[config.mk]
export PLATFORM = sky130hd
export DESIGN_NAME = fetch_unit
export DESIGN_NICKNAME = d
export VERILOG_FILES = /design/src/rtl/riscv_pkg.sv /design/src/rtl/fetch_fifo.sv /design/src/rtl/fetch_unit.sv
export SDC_FILE = /design/constraint.sdc
export NUM_CORES = 1
export LEC_CHECK = 0
export ABC_AREA = 0
export CAP_MARGIN = 20
export CELL_PAD_IN_SITES_DETAIL_PLACEMENT = 1
export CELL_PAD_IN_SITES_GLOBAL_PLACEMENT = 1
export CORE_MARGIN = 2
export CORE_UTILIZATION = 46
export DETAILED_ROUTE_END_ITERATION = 12
export GPL_ROUTABILITY_DRIVEN = 0
export GPL_TIMING_DRIVEN = 0
export PLACE_DENSITY = 0.88
export SKIP_LAST_GASP = 1
export SLEW_MARGIN = 15
export SYNTH_ARGS = -nofsm -noshare
export SYNTH_HDL_FRONTEND = slang
export SYNTH_SLANG_ARGS = --single-unit
[constraint.sdc]
create_clock -name clk -period 5.3 [get_ports clk]
set_clock_uncertainty 0.2 [all_clocks]
set_input_delay 1.325 -clock clk [delete_from_list [all_inputs] [get_ports clk]]
set_output_delay 1.325 -clock clk [all_outputs]
set_load 0.02 [all_outputs]
[src/rtl/riscv_pkg.sv]
// Shared RV32 core constants and the fetch-queue entry layout.
package riscv_pkg;

    localparam int              XLEN          = 32;
    localparam logic [XLEN-1:0] DEF_RESET_PC  = 32'h0000_0000;
    localparam logic [XLEN-1:0] DEF_NOP_INSTR = 32'h0000_0013;
    localparam logic [XLEN-1:0] INSTR_BYTES   = 32'd4;

    typedef struct packed {
        logic [XLEN-1:0] pc;
        logic [XLEN-1:0] instr;
    } fetch_entry_t;

    function automatic logic [XLEN-1:0] align_pc(input logic [XLEN-1:0] pc);
        return {pc[XLEN-1:2], 2'b00};
    endfunction

endpackage

[src/rtl/fetch_fifo.sv]
// Synchronous prefetch FIFO; head is read straight from the storage flops.
module fetch_fifo #(
    parameter  int DEPTH = 4,
    parameter  int WIDTH = 64,
    localparam int AW    = $clog2(DEPTH)
) (
    input  logic             clk,
    input  logic             rst,
    input  logic             clear,
    input  logic             push,
    input  logic [WIDTH-1:0] wdata,
    input  logic             pop,
    output logic [WIDTH-1:0] rdata,
    output logic             full,
    output logic             empty,
    output logic [AW:0]      count
);

    logic [WIDTH-1:0] mem [DEPTH];
    logic [AW-1:0]    wr_ptr;
    logic [AW-1:0]    rd_ptr;
    logic [AW:0]      cnt;
    logic             do_push;
    logic             do_pop;

    assign full    = (cnt == (AW+1)'(DEPTH));
    assign empty   = (cnt == '0);
    assign count   = cnt;
    assign rdata   = mem[rd_ptr];
    // A push into a full FIFO is only legal when the head leaves in the same cycle.
    assign do_pop  = pop && !empty;
    assign do_push = push && (!full || do_pop);

    always_ff @(posedge clk) begin
        if (rst || clear) begin
            wr_ptr <= '0;
            rd_ptr <= '0;
            cnt    <= '0;
        end else begin
            if (do_push) wr_ptr <= wr_ptr + 1'b1;
            if (do_pop)  rd_ptr <= rd_ptr + 1'b1;
            case ({do_push, do_pop})
                2'b10:   cnt <= cnt + 1'b1;
                2'b01:   cnt <= cnt - 1'b1;
                default: cnt <= cnt;
            endcase
        end
    end

    always_ff @(posedge clk) begin
        if (do_push && !rst && !clear) mem[wr_ptr] <= wdata;
    end

endmodule

[src/rtl/fetch_unit.sv]
// Instruction fetch: issues sequential imem requests, tracks outstanding
// responses, discards stale ones after a redirect, and queues the rest for decode.
module fetch_unit import riscv_pkg::*; #(
    parameter int          DEPTH     = 4,
    parameter logic [31:0] RESET_PC  = DEF_RESET_PC,
    parameter logic [31:0] NOP_INSTR = DEF_NOP_INSTR
) (
    input  logic        clk,
    input  logic        rst,
    output logic        imem_req,
    output logic [31:0] imem_addr,
    input  logic        imem_gnt,
    input  logic        imem_rvalid,
    input  logic [31:0] imem_rdata,
    input  logic        redirect,
    input  logic [31:0] redirect_pc,
    output logic        if_valid,
    input  logic        if_ready,
    output logic [31:0] if_pc,
    output logic [31:0] if_instr
);

    localparam int CW = $clog2(DEPTH) + 1;
    localparam int DW = 8;

    // Handshakes: an imem transfer happens on imem_req && imem_gnt, and is answered
    // by exactly one imem_rvalid in order; decode pops on if_valid && if_ready.
    // Neither valid signal ever waits on its own ready.
    logic [31:0]   fetch_pc;
    logic [31:0]   resp_pc;
    logic [CW-1:0] inflight;
    logic [CW-1:0] occupancy;
    logic [DW-1:0] drop_cnt;
    logic [CW:0]   outstanding;
    fetch_entry_t  head;
    fetch_entry_t  push_entry;
    logic          fifo_full;
    logic          fifo_empty;
    logic          transfer;
    logic          accept;
    logic          q_push;
    logic          q_pop;

    // inflight counts only live requests; stale ones after a redirect live in drop_cnt.
    assign outstanding = {1'b0, occupancy} + {1'b0, inflight};
    assign imem_req    = !rst && !redirect && (outstanding < (CW+1)'(DEPTH));
    assign imem_addr   = fetch_pc;
    assign transfer    = imem_req && imem_gnt;
    assign accept      = imem_rvalid && (drop_cnt == '0);
    assign q_push      = accept && !redirect;
    assign q_pop       = if_valid && if_ready && !redirect;
    assign push_entry  = {resp_pc, imem_rdata};

    fetch_fifo #(
        .DEPTH (DEPTH),
        .WIDTH (2 * XLEN)
    ) u_fifo (
        .clk   (clk),
        .rst   (rst),
        .clear (redirect),
        .push  (q_push),
        .wdata (push_entry),
        .pop   (q_pop),
        .rdata (head),
        .full  (fifo_full),
        .empty (fifo_empty),
        .count (occupancy)
    );

    assign if_valid = !fifo_empty;
    assign if_pc    = if_valid ? head.pc    : resp_pc;
    assign if_instr = if_valid ? head.instr : NOP_INSTR;

    always_ff @(posedge clk) begin
        if (rst) begin
            fetch_pc <= RESET_PC;
            resp_pc  <= RESET_PC;
            inflight <= '0;
            drop_cnt <= '0;
        end else if (redirect) begin
            fetch_pc <= align_pc(redirect_pc);
            resp_pc  <= align_pc(redirect_pc);
            inflight <= '0;
            drop_cnt <= drop_cnt + DW'(inflight) - DW'(imem_rvalid);
        end else begin
            if (transfer)                fetch_pc <= fetch_pc + INSTR_BYTES;
            if (accept)                  resp_pc  <= resp_pc + INSTR_BYTES;
            if (imem_rvalid && !accept)  drop_cnt <= drop_cnt - 1'b1;
            case ({transfer, accept})
                2'b10:   inflight <= inflight + 1'b1;
                2'b01:   inflight <= inflight - 1'b1;
                default: inflight <= inflight;
            endcase
        end
    end

    always_ff @(posedge clk) begin
        if (!rst) begin
            assert (!(q_push && fifo_full && !q_pop))
            else $error("fetch queue overflow");
        end
    end

endmodule

run_1/met1.png
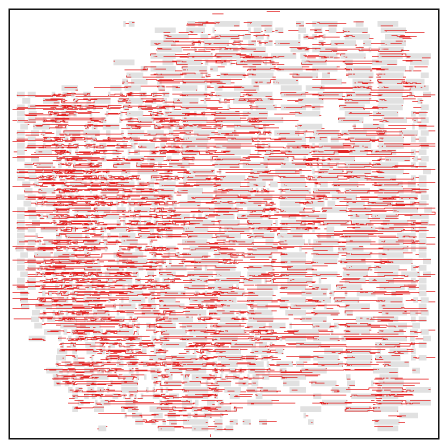
share of all routed wire: 42%
wire length on this layer: 16,500 um
main direction: horizontal
nets with wire on the layer: 1,270
fraction of met1 tracks used by global routing: 31.89%
Via Count: 10,030
Detailed Route WL: 39.65 mm

run_1/met2.png
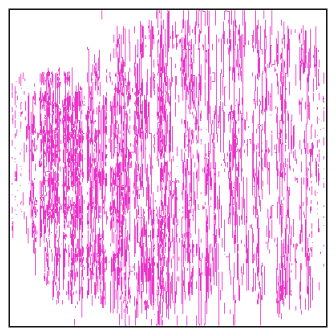
share of all routed wire: 50%
main direction: vertical
nets with wire on the layer: 1,262
global routing met2 resource utilization: 42.08%

==> results_tabular.tex, run 1 <==
% Implementation results table
\begin{tabular}{lr}
\hline
Metric & Value \\
\hline
\multicolumn{2}{l}{\textbf{Status}} \\
\quad Result of the run & complete, no violations \\
\multicolumn{2}{l}{\textbf{Die}} \\
\quad Die Span X & between 150 and 200 um \\
\quad Number of top-level design ports & 168 \\
\quad TAP cells & 396 \\
\quad FP Rows & 64 \\
\quad Initial core utilization & 47.03\% \\
\multicolumn{2}{l}{\textbf{Pwr}} \\
\quad Share of total power in combinational logic & 15.4\% \\
\quad Pwr/cell area & $\sim$350 mW/mm2 \\
\quad Leakage power & approximately 6 nW \\
\quad Cell internal power dissipation & 4.604 mW \\
\multicolumn{2}{l}{\textbf{Critical path}} \\
\quad Critical path launch point & u\_fifo.count[0]\$\_SDFFE\_PP0P\_ \\
\quad Worst R2R End & inflight[2]\$\_SDFFE\_PP0P\_ \\
\quad Arrival time of the worst setup path & between 3 and 4 ns \\
\quad CP Cell Sequence & nor3\_1 -> inv\_2 -> clkbuf\_1 -> o21ai\_0 -> clkdlybuf4s50\_1 \\
\quad Worst-case register-to-register setup slack & 1.56 ns \\
\quad Critical path's slowest cell & clkdlybuf4s50\_1 \\
\quad Worst setup SP type & register \\
\quad Critical-path maximum fanout & 10 \\
\quad Worst stage delay on the critical path & approximately 0.7 ns \\
\quad FF-to-FF Start & u\_fifo.count[2]\$\_SDFFE\_PP0P\_ \\
\multicolumn{2}{l}{\textbf{Global routing}} \\
\quad Overall fraction of global-route tracks in use & 24.28\% \\
\quad Largest net degree at the start of global routing & 38 \\
\quad Total gr overflow & 0 \\
\quad First-pass GRT wire length & just over 60 mm \\
\quad Vias in the first global route & 10,630 \\
\multicolumn{2}{l}{\textbf{Finish}} \\
\quad Area growth from synthesis to final layout & 22.75\% \\
\quad Layout filler cell count & 3,076 \\
\quad Proportion of layout cells with a drive suffix above 1 & 11.35\% \\
\quad Commonest cells after routing, fill and taps aside & edfxtp\_1 (248), clkdlybuf4s50\_1 (160), nand2\_1 (146), dfxtp\_1 (80), mux4\_2 (62) \\
\quad Most flop-heavy register & u\_fifo.mem \\
\quad Design Area, Final & about 0.018 mm2 \\
\quad Multi-input combinational cell count & 653 \\
\quad Logic share of the area & 28.21\% \\
\quad Non-filler instance count after layout & roughly 1,700 \\
\quad Final standard cell utilization of the core & 57.73\% \\
\quad Number of diodes & 0 \\
\quad Nets & 1,387 \\
\quad Largest cell class by area & registers \\
\multicolumn{2}{l}{\textbf{Clock network}} \\
\quad Number of post-CTS setup repair buffers & 0 \\
\quad Clk buf depth & 3 \\
\quad Total number of H-tree levels & 2 \\
\quad Clock-pin transition on the worst setup and hold timing paths & 0.06 ns \\
\quad CTS tree & yes \\
\quad Clk ins delay skew pair & about 0.5 ns \\
\multicolumn{2}{l}{\textbf{Final timing}} \\
\quad Tightest slew margin relative to the limit & a little under two fifths \\
\quad Worst slew pin tran & $\sim$0.94 ns \\
\quad Unrepaired setup endpoints after global routing & false \\
\quad Number of hold violations in the final report & 0 \\
\quad Setup TNS & 0 ns \\
\quad Crit path time final & between 4 and 5 ns \\
\quad Fmax achieved & 201.8 MHz \\
\quad Max Slew Vio Count & 0 \\
\quad Post-layout period usage of the worst path & 93.48\% \\
\multicolumn{2}{l}{\textbf{Route}} \\
\quad DRC violation total after the first TritonRoute iteration & 697 \\
\quad Number of remaining DRC errors & 0 \\
\multicolumn{2}{l}{\textbf{Placement}} \\
\quad Post-Place Setup Slack & 0.3820 ns \\
\quad Total cell area at the placement stage & 0.01666 mm2 \\
\quad Post-detailed-placement half-perimeter wirelength & approximately 27 mm \\
\multicolumn{2}{l}{\textbf{Worst hold path}} \\
\quad HP Class & register to register \\
\quad Worst Hold Depth & 0 \\
\multicolumn{2}{l}{\textbf{Job}} \\
\quad Total of max-cap violations & 0 \\
\multicolumn{2}{l}{\textbf{Logic synthesis}} \\
\quad Yosys cell types & 63 \\
\quad Yosys adder share & between 2 and 3\% \\
\quad Post-Syn Area per Cell & 13.37 um2 \\
\quad Cell types occupying the most area after synthesis & edfxtp\_1 (51\%), dfxtp\_1 (11\%), mux4\_2 (9.7\%) \\
\quad AND/OR/NAND/NOR Cells, Area Fraction & 12.87\% \\
\quad MUX share of area & about a tenth \\
\quad Post-synth tally of flip-flops with integrated enable & 248 \\
\quad Share of the yosys chip area belonging to registers & 62.57\% \\
\quad Xor/xnor share of the synthesized area & 2.786\% \\
\quad Post-synth area from yosys stat & between 0.01 and 0.015 mm2 \\
\quad Cell type contributing the most total cell area after synthesis & edfxtp\_1 \\
\quad Largest logic family & simple AND/OR/NAND/NOR gates \\
\quad Number of cell instances after yosys synthesis & 1,082 \\
\quad Number of synthesized register bits & 328 \\
\hline
\end{tabular}
run_1/met3.png
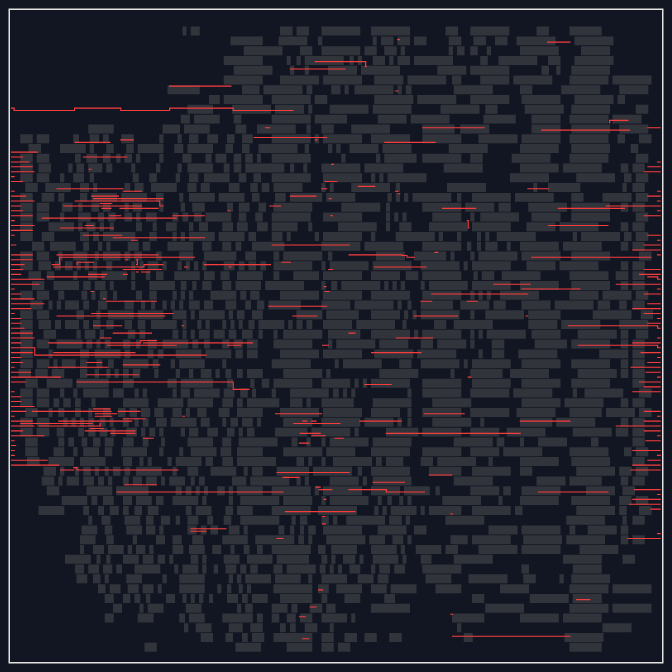
share of all routed wire: 5.8%
main direction: horizontal
longest straight run: 47.6 um
global routing met3 resource utilization: 3.588%

==> run 1: per-layer routing <==
| metal | up-vias | GRT usage (%) | part of all wire [%] |
|---|---|---|---|
| met4 | 0 | 6.927 | 2.4 |
| met5 | - | 0 | 0 |
| met1 | 5107 | 31.89 | 42 |
| li1 | 4455 | - | - |
| met2 | 391 | 42.08 | 50 |
| met3 | 74 | 3.588 | 5.8 |
==> run 1: power by group through the flow <==
| stage | clock [mW] | combinational (mW) | sequential, mW |
|---|---|---|---|
| floorplan | 0 | 0.569 | 2.96 |
| global placement | 0 | 0.900 | 2.97 |
| detailed placement | 0 | 0.934 | 2.98 |
| CTS | 2.35 | 0.950 | 2.93 |
| global route | 2.44 | 1.03 | 2.94 |
| finish | 2.32 | 0.952 | 2.93 |
==> run 2, diff against run 1 <==
--- a/config.mk
+++ b/config.mk
@@ -10,11 +10,12 @@
 export CELL_PAD_IN_SITES_DETAIL_PLACEMENT = 1
 export CELL_PAD_IN_SITES_GLOBAL_PLACEMENT = 1
 export CORE_MARGIN = 2
-export CORE_UTILIZATION = 46
+export CORE_UTILIZATION = 42
 export DETAILED_ROUTE_END_ITERATION = 12
 export GPL_ROUTABILITY_DRIVEN = 0
 export GPL_TIMING_DRIVEN = 0
-export PLACE_DENSITY = 0.88
+export HOLD_SLACK_MARGIN = 0.03
+export PLACE_DENSITY = 0.82
 export SKIP_LAST_GASP = 1
 export SLEW_MARGIN = 15
 export SYNTH_ARGS = -nofsm -noshare
==> run 2 against run 1 <==
Net effect:
- critical path depth is 1 higher
- largest power group unchanged
- core utilization is 4.7 points lower
- via count down 2.4%
==> results_tabular.tex, run 2 <==
% Implementation results table
\begin{tabular}{lr}
\hline
Metric & Value \\
\hline
\multicolumn{2}{l}{\textbf{Die}} \\
\quad FP Rows & 67 (was 64) \\
\quad Die height & 189.6 um (was 181.3 um) \\
\quad Die Span X & 189.6 um (was 181.3 um) \\
\quad Number of top-level design ports & 168 (unchanged) \\
\quad TAP cells & 448 (was 396) \\
\quad Area of the core & 0.03370 mm2 (was 0.03075 mm2) \\
\quad Initial core utilization & 42.91\% (was 47.03\%) \\
\multicolumn{2}{l}{\textbf{Clock network}} \\
\quad Clk buf depth & 3 (unchanged) \\
\quad CTS tree & yes (unchanged) \\
\quad Clock-pin transition on the worst setup and hold timing paths & 0.06 ns (about the same) \\
\quad Total number of H-tree levels & 2 (unchanged) \\
\quad Clk ins delay skew pair & 0.52 ns (was 0.50 ns) \\
\quad Number of post-CTS setup repair buffers & 0 (unchanged) \\
\multicolumn{2}{l}{\textbf{Finish}} \\
\quad Non-filler instance count after layout & 1,762 (was 1,709) \\
\quad Layout filler cell count & 3,380 (was 3,076) \\
\quad Most flop-heavy register & u\_fifo.mem (unchanged) \\
\quad Number of sequential cells in the layout & 328 (unchanged) \\
\quad Number of diodes & 0 (unchanged) \\
\quad Commonest cells after routing, fill and taps aside & edfxtp\_1 (248), clkdlybuf4s50\_1 (160), nand2\_1 (146), dfxtp\_1 (80), mux4\_2 (62) (unchanged) \\
\quad Largest cell class by area & registers (unchanged) \\
\quad Area growth from synthesis to final layout & 23.64\% (was 22.75\%) \\
\quad Nets & 1,387 (unchanged) \\
\quad Final standard cell utilization of the core & 53.06\% (was 57.73\%) \\
\quad Most common cell after layout, fill and taps aside & edfxtp\_1 (unchanged) \\
\quad Design Area, Final & 0.01788 mm2 (was 0.01775 mm2) \\
\quad Sequential standard cell area & 0.009049 mm2 (unchanged) \\
\quad Inverter count of the layout excluding clock inverters & 45 (unchanged) \\
\quad Proportion of layout cells with a drive suffix above 1 & 11.49\% (was 11.35\%) \\
\quad Signal buffers & 224 (unchanged) \\
\quad Logic share of the area & 28.01\% (was 28.21\%) \\
\quad Multi-input combinational cell count & 653 (unchanged) \\
\multicolumn{2}{l}{\textbf{Final timing}} \\
\quad Post-layout period usage of the worst path & 94.68\% (was 93.48\%) \\
\quad Setup TNS & 0 ns (unchanged) \\
\quad Fmax achieved & 199.3 MHz (was 201.8 MHz) \\
\quad Max Slew Vio Count & 0 (unchanged) \\
\quad Number of hold violations in the final report & 0 (unchanged) \\
\quad Setup slack after layout & 0.2818 ns (was 0.3457 ns) \\
\quad Tightest slew margin relative to the limit & 42.36\% (was 37.37\%) \\
\quad Unrepaired setup endpoints after global routing & false (unchanged) \\
\quad Crit path time final & 5.018 ns (was 4.954 ns) \\
\quad Worst slew pin tran & 0.8646 ns (was 0.9395 ns) \\
\multicolumn{2}{l}{\textbf{Route}} \\
\quad DRC violation total after the first TritonRoute iteration & 642 (was 697) \\
\quad Detail Route met3 WL & 2.442 mm (was 2.316 mm) \\
\quad Highest metal layer used by the detailed router & met4 (unchanged) \\
\quad Met2 wire len & 18.42 mm (was 19.86 mm) \\
\quad Number of remaining DRC errors & 0 (unchanged) \\
\quad WL met1 & 16.67 mm (was 16.52 mm) \\
\multicolumn{2}{l}{\textbf{Job}} \\
\quad Tool warnings & 36 (unchanged) \\
\quad Total of max-cap violations & 0 (unchanged) \\
\multicolumn{2}{l}{\textbf{Logic synthesis}} \\
\quad Yosys adder share & 2.665\% (unchanged) \\
\quad Xor/xnor share of the synthesized area & 2.786\% (unchanged) \\
\quad Most repeated cell in the gate-level netlist after synthesis & edfxtp\_1 (unchanged) \\
\quad Number of instances in the synthesized netlist & 1,082 (unchanged) \\
\quad Cell types occupying the most area after synthesis & edfxtp\_1 (51\%), dfxtp\_1 (11\%), mux4\_2 (9.7\%) (unchanged) \\
\quad Share of the yosys chip area belonging to registers & 62.57\% (unchanged) \\
\quad MUX share of area & 10.19\% (unchanged) \\
\quad Cell type contributing the most total cell area after synthesis & edfxtp\_1 (unchanged) \\
\quad Largest logic family & simple AND/OR/NAND/NOR gates (unchanged) \\
\quad Ys async rst share & 0\% (unchanged) \\
\quad AND/OR/NAND/NOR Cells, Area Fraction & 12.87\% (unchanged) \\
\quad Number of cell instances after yosys synthesis & 1,082 (unchanged) \\
\quad Number of synthesized register bits & 328 (unchanged) \\
\quad Leading register cell type out of synthesis & edfxtp\_1 (unchanged) \\
\quad Post-synth area from yosys stat & 0.01446 mm2 (unchanged) \\
\quad Post-synthesis instance area & 0.01446 mm2 (unchanged) \\
\quad Post-Syn Area per Cell & 13.37 um2 (unchanged) \\
\quad Yosys cell types & 63 (unchanged) \\
\quad Post-synth tally of flip-flops with integrated enable & 248 (unchanged) \\
\multicolumn{2}{l}{\textbf{Critical path}} \\
\quad Worst-case register-to-register setup slack & 1.51 ns (was 1.56 ns) \\
\quad Critical path's slowest cell & buf\_1 (was clkdlybuf4s50\_1) \\
\quad Worst stage delay on the critical path & 0.72 ns (was 0.69 ns) \\
\quad Worst setup SP type & register (unchanged) \\
\quad Critical-path maximum fanout & 10 (unchanged) \\
\quad Worst R2R End & inflight[2]\$\_SDFFE\_PP0P\_ (unchanged) \\
\quad CP Cell Sequence & clkbuf\_1 -> buf\_1 -> mux4\_2 -> nand2\_1 -> nand2\_1 -> clkdlybuf4s50\_1 (was nor3\_1 -> inv\_2 -> clkbuf\_1 -> o21ai\_0 -> clkdlybuf4s50\_1) \\
\quad FF-to-FF Start & u\_fifo.count[2]\$\_SDFFE\_PP0P\_ (unchanged) \\
\quad Arrival time of the worst setup path & 3.49 ns (was 3.43 ns) \\
\multicolumn{2}{l}{\textbf{Global routing}} \\
\quad Total gr overflow & 0 (unchanged) \\
\quad Busiest metal layer after global routing & met2 (unchanged) \\
\quad Largest net degree at the start of global routing & 46 (was 38) \\
\quad First-pass GRT wire length & 59.60 mm (was 61.38 mm) \\
\quad Vias in the first global route & 10,320 (was 10,630) \\
\multicolumn{2}{l}{\textbf{Worst hold path}} \\
\quad HP Class & register to register (unchanged) \\
\quad Worst Hold Depth & 2 (was 0) \\
\multicolumn{2}{l}{\textbf{Pwr}} \\
\quad Share of total power in combinational logic & 15.0\% (was 15.4\%) \\
\quad Leading power group & sequential cells (unchanged) \\
\quad Combinational logic power & 0.943 mW (was 0.952 mW) \\
\quad Clock network power & 2.44 mW (was 2.32 mW) \\
\quad Switching power as a share of total power & 25.57\% (was 25.72\%) \\
\quad Cell internal power dissipation & 4.692 mW (was 4.604 mW) \\
\quad Power in sequential cells & 2.93 mW (about the same) \\
\quad Pwr/cell area & 352.6 mW/mm2 (was 349.2 mW/mm2) \\
\quad Leakage power & 5.961 nW (was 5.935 nW) \\
\multicolumn{2}{l}{\textbf{Placement}} \\
\quad Tally of buffers added on design ports & 160 (unchanged) \\
\quad Number of placed instances, taps included & 1,698 (was 1,646) \\
\quad Post-detailed-placement half-perimeter wirelength & 26.45 mm (was 27.38 mm) \\
\quad Total cell area at the placement stage & 0.01674 mm2 (was 0.01666 mm2) \\
\quad Post-Place Setup Slack & 0.3303 ns (was 0.3820 ns) \\
\multicolumn{2}{l}{\textbf{Status}} \\
\quad Result of the run & complete, no violations (unchanged) \\
\hline
\end{tabular}
==> run 2: cell types whose count changed in the layout (fill, tap and decap cells not counted) <==
cell / delta
clkinv_2: +1
inv_6: +2
clkbuf_2: -1
clkbuf_8: -4
buf_12: -1
bufinv_16: +3
clkbuf_1: -2
buf_1: -1
clkinv_1: +2
buf_16: +1
clkinvlp_4: +1
==> run 2: cells by family after synthesis <==
| family | after synthesis |
|---|---|
| buffers and inverters | 104 |
| other | 1 |
| xor gates and xnor gates | 46 |
| AOI/OAI and AO/OA | 132 |
| and+or+nand+nor | 373 |
| adders and majority gates | 29 |
| muxes | 69 |
| DFF | 328 |
run_2/met2.png
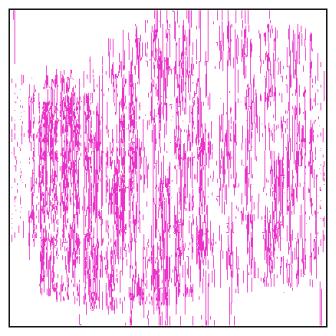
nets with wire on the layer: 1,237
longest straight run: 97.2 um
share of all routed wire: 48%
main direction: vertical
wire length on this layer: 18,400 um
Via Count: 9,788
global routing met2 resource utilization: 36.83%
Detailed Route WL: 38.44 mm

run_2/final_congestion.png
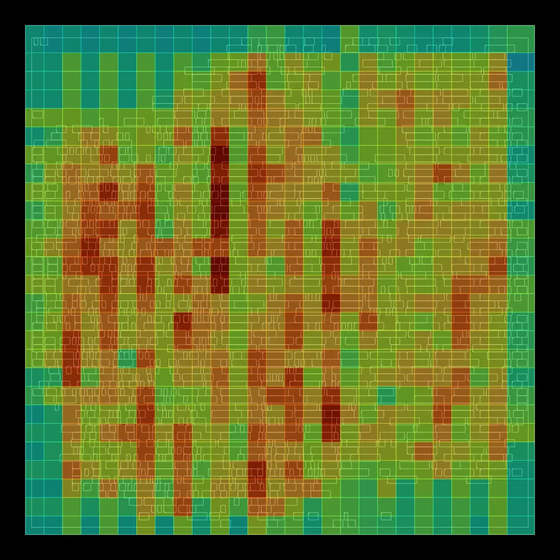
global routing met3 resource utilization: 3.191%
WL per Instance: 21.82 um
overall fraction of global-route tracks in use: 21.62%
fraction of met1 tracks used by global routing: 29.04%

run_2/met4.png
The bar under the picture is 50 um long.
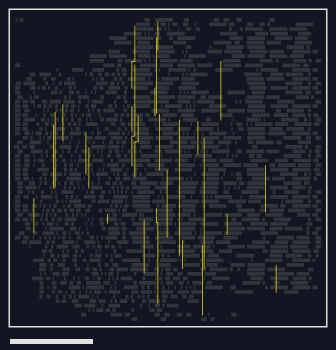
main direction: vertical
longest straight run: 80.9 um
share of all routed wire: 2.4%
wire length on this layer: 907 um

Power figures rest on the tool's default switching activity, not on a simulated workload.
